layers.png
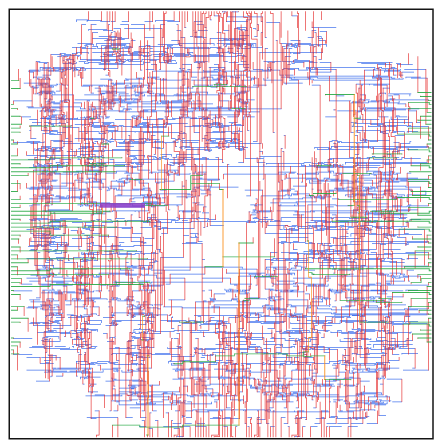
m3.png
Bar = 50 µm.
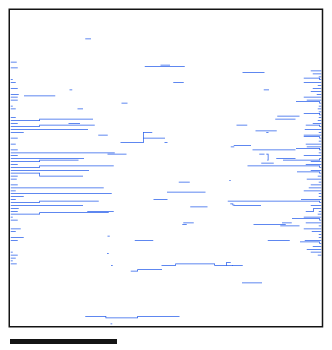
closeup.png
Window x 52 to 92, y 24 to 64 µm. Cells in gray, sequential cells in the stronger gray; small squares are vias.
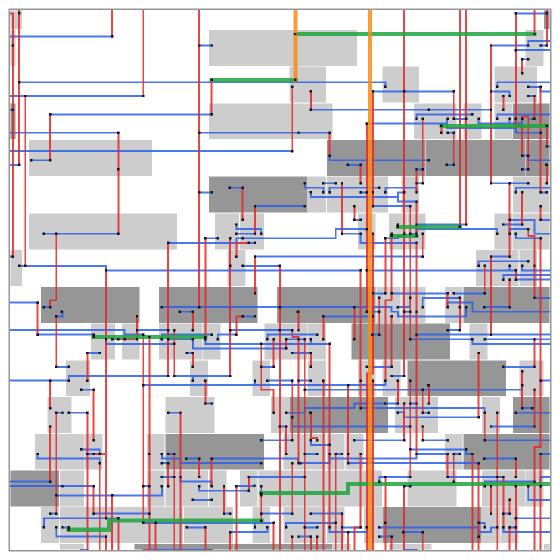
placed.png
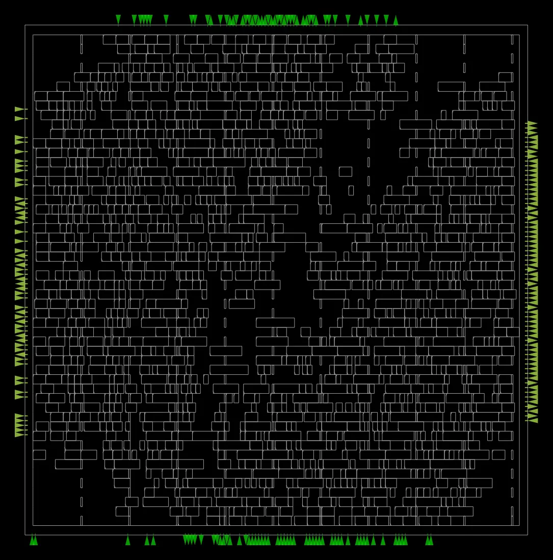
[config.mk]
export PLATFORM = sky130hd
export DESIGN_NAME = writer
export DESIGN_NICKNAME = d
export VERILOG_FILES = /design/src/rtl/writer.sv
export SDC_FILE = /design/constraint.sdc
export NUM_CORES = 1
export LEC_CHECK = 0
export CAP_MARGIN = 20
export CORE_AREA = 2 2 143 145
export DETAILED_ROUTE_END_ITERATION = 8
export DIE_AREA = 0 0 145 147
export PLACE_DENSITY_LB_ADDON = 0.3
export SYNTH_ARGS = -nofsm -noshare
export SYNTH_HDL_FRONTEND = slang
export SYNTH_SLANG_ARGS = --single-unit
[constraint.sdc]
create_clock -name clk -period 13.73 [get_ports clk]
set_input_delay 3.4325 -clock clk [delete_from_list [all_inputs] [get_ports clk]]
set_output_delay 3.4325 -clock clk [all_outputs]
set_load 0.02 [all_outputs]
[src/rtl/writer.sv]
// writer: Avalon-MM master that writes one NDWORDS-word record, as 16-bit halfwords,
// into SDRAM slot `index` of an array starting at `baseaddr`.
module writer #(
    parameter int NDWORDS = 3
) (
    input  logic                   clk,
    input  logic                   reset,
    input  logic [31:0]            baseaddr,
    input  logic [31:0]            index,
    input  logic                   write,
    input  logic [32*NDWORDS-1:0]  data,
    output logic                   iready,
    output logic                   o_done,
    output logic                   avm_m0_write,
    output logic [31:0]            avm_m0_address,
    output logic [15:0]            avm_m0_writedata,
    output logic [1:0]             avm_m0_byteenable,
    input  logic                   avm_m0_waitrequest
);
    localparam int KW = $clog2(2*NDWORDS + 1);
    typedef enum logic {IDLE, WRITE} state_t;
    state_t state, state_nx;
    logic [KW-1:0] k;
    logic [32*NDWORDS-1:0] rec;
    logic last;
    assign last = k == KW'(2*NDWORDS - 1);
    always_ff @(posedge clk) begin
        if (reset) state <= IDLE;
        else state <= state_nx;
    end
    always_comb begin
        state_nx = state;
        if (state == IDLE) state_nx = write ? WRITE : IDLE;
        else state_nx = (!avm_m0_waitrequest && last) ? IDLE : WRITE;
    end
    always_comb begin
        iready = state == IDLE;
        avm_m0_write = state == WRITE;
    end
    // rec shifts down one halfword per accept so the presented halfword is always rec[15:0]
    always_ff @(posedge clk) begin
        if (reset) begin
            k <= '0;
            rec <= '0;
            avm_m0_address <= '0;
            o_done <= 1'b0;
        end else begin
            o_done <= 1'b0;
            if (state == IDLE && write) begin
                k <= '0;
                rec <= data;
                avm_m0_address <= baseaddr + index * 32'(4*NDWORDS);
            end else if (state == WRITE && !avm_m0_waitrequest) begin
                if (last) o_done <= 1'b1;
                else begin
                    k <= k + KW'(1);
                    rec <= rec >> 16;
                    avm_m0_address <= avm_m0_address + 32'd2;
                end
            end
        end
    end
    assign avm_m0_writedata = rec[15:0];
    assign avm_m0_byteenable = 2'b11;
endmodule

==> ci_impl_report.md <==
## PnR job results

| Metric | Value |
|---|---|
| Hold path cells | `2` |
| Largest register by flop count | `rec` |
| Clock skew | `0.00930 ns` |
| Synth flops | `roughly 130` |
| Aoi share | `23.9%` |
| Drt initial violations | `531` |
| Top flop regs | `rec x96, avm_m0_address x32, k x3` |
| GR Overflow Total | `0` |
| DP Wirelength | `17000 µm` |
| GR Util met1 | `a little over a quarter` |
| Worst Tran Pin Value | `1.04 ns` |
| Synth Instances | `between 1k and 1.5k` |
| Pre-antenna DRT Iters | `5` |
| Mapped cell area | `8710 µm²` |
| CP Cell Sequence | `clkdlybuf4s50_1 -> ha_1 -> fa_1 -> a21oi_1 -> o21ai_0 -> o21a_1 -> a41oi_1 -> o21bai_1 -> a21oi_1 -> xnor2_1 -> ha_1 -> nor2b_1 -> o21ai_0 -> nand2b_1 -> a221oi_1 -> nand2_1 -> a311oi_1 -> xor2_1 -> a211oi_1` |
| Nets | `between 1.5k and 2k` |
| Setup violators final | `0` |
| Met1 wire length | `10400 µm` |
| Register share after synthesis | `a little over 30%` |
| Cell Rows | `~52` |
| Crit share post-route | `56.4%` |
| Critical path capture point | `avm_m0_address[26]$_SDFFE_PP0P_` |
| Area leader, netlist | `dfxtp_1` |
| First-pass GRT wire length | `39500 µm` |
| Logic area | `5620 µm²` |
| FP Util | `43.9%` |
| Global routing met2 resource utilization | `between 30% and 40%` |
| Buffers on Ports | `about 210` |
| Diodes inserted | `0` |
| Clk sinks | `approximately 130` |
| Cell class with the largest area share | `multi-input combinational cells` |
| WL met3 | `between 1000 and 1500 µm` |
| Crit. Startpoint | `index[1]` |
| CTS Root Cell | `clkbuf_16` |
| Fmax | `129 MHz` |
| CLK BUF | `20` |
| Simple-Gate Area Share | `23.3%` |
| Largest cells by area | `dfxtp_1 31%, nand2_1 9.7%, ha_1 9.2%` |
| Critical path depth | `19` |
| Ports | `217` |
| Status | `finished, final reports clean` |
| Invs w/o clock | `23` |
| Clock-pin slew on the worst setup and hold paths | `0.06 ns` |
| Yosys xor share | `6.73%` |
| Logic share of the area | `about half` |
| PwrDens | `117 nW/µm²` |
| CP bufs+invs | `1` |
| Comb area leader | `AND-OR/OR-AND gates` |
| Die area | `21300 µm²` |
| # DRC | `0` |
| Final Max Tran Viols | `0` |
| CTS buffer count | `17` |
| Via density | `5.38` |
| Synth cell types | `roughly 59` |
| Tap cell count | `~270` |
| DIE HEIGHT | `roughly 150 µm` |
| Setup TNS | `0 ns` |
| Ys flop type | `dfxtp_1` |
| R2R Setup Slk | `about 11 ns` |
| Antenna Nets Post-Route | `0` |
| Top cell excl fill/tap | `nand2_1` |
| H-Tree Depth | `4` |
| Crit path DRT | `14.06 ns` |
| Crit-path slowest cell | `clkdlybuf4s50_1` |
| Unrepaired setup endpoints after global routing | `false` |
| Largest register FFs | `96` |
| Fin crit period | `7.74 ns` |
| Setup Fix Bufs, Post-CTS | `0` |
| Combinational Gates | `917` |
| Crit path max-delay family | `AND-OR/OR-AND gates` |
| DR WL met2 | `roughly 12000 µm` |
| Most common library cells after synthesis | `225 x nand2_1, 156 x nor2_1, 133 x dfxtp_1` |
| CP max stage delay | `0.48 ns` |
| Register area | `2660 µm²` |
| Layout area overhead | `31.4%` |
| CTS tree | `done` |
| Power share of the sequential group | `33.8%` |
| Deepest clock path buffer count | `2` |
| Post_cts resized | `0` |
| Setup CP Type | `in2reg` |
| Vias in the first global route | `8232` |
| Hold buffers post-CTS | `0` |
| Final hold vios | `0` |
| Max layer used | `met5` |
| MaxCap Viol Count | `0` |
| Reg2reg start | `avm_m0_write$_SDFF_PP0_` |
Back to the opening pictures, layers.png:
purple -> M5  # wire length 13.8 µm
green -> M3  # wire length 1480 µm
orange -> M4  # wire length 282 µm
blue -> M1  # wire length 10400 µm
red -> M2  # wire length 11600 µm
GR Util All Layers: 22.4%
Avg WL per Cell: 14.9 µm
detailed-route via count: 8569
DRT Wirelength: 23700 µm

Back to the opening pictures, m3.png:
main direction = horizontal
longest straight run = 48.1 µm
nets with wire on the layer = 144
met3 GRT Util: 6.15%

Back to the opening pictures, closeup.png:
red -> M2
green -> M3
orange -> M4
blue -> M1
netlist names of flops here include = `rec` (13)
sequential cells in the window = 13
most frequent = nand2_1 (30), dfxtp_1 (13), a311oi_1 (12)
cells with their middle in the window = 88

Back to the opening pictures, placed.png:
Core ar.: 19800 µm²
Fillers: 1844
post-layout util: 57.7%
flop count: 133
sequential cell area share: 23.3%

power groups by stage:
stage	registers (mW)	logic (mW)	clock network, mW
6_report	0.453	0.441	0.447
3_3_place_gp	0.460	0.435	0
3_5_place_dp	0.461	0.440	0
2_1_floorplan	0.472	0.286	0
4_1_cts	0.453	0.443	0.455
5_1_grt	0.459	0.491	0.474
worst register-to-register path, delay by kind of cell, from the launching register on:
kind | cells | cell delay (ns)
compound gates | 1 | 0.28
buf+inv | 2 | 1.09
flops | 1 | 0.46
simple gates | 2 | 0.88
stage by stage:
stage	instances	instance area, µm²	setup slack, ns	hold slack, ns
after global placement	1560	10900	5.67	0.445
after global routing	1592	11500	5.36	0.483
after CTS	1592	11500	6.03	0.459
after detailed placement	1560	10900	5.62	0.450
after floorplan	1156	8720	6.60	0.448
final	1592	11500	5.99	0.455
No activity file was given, so power comes from the tool's default toggle rates.
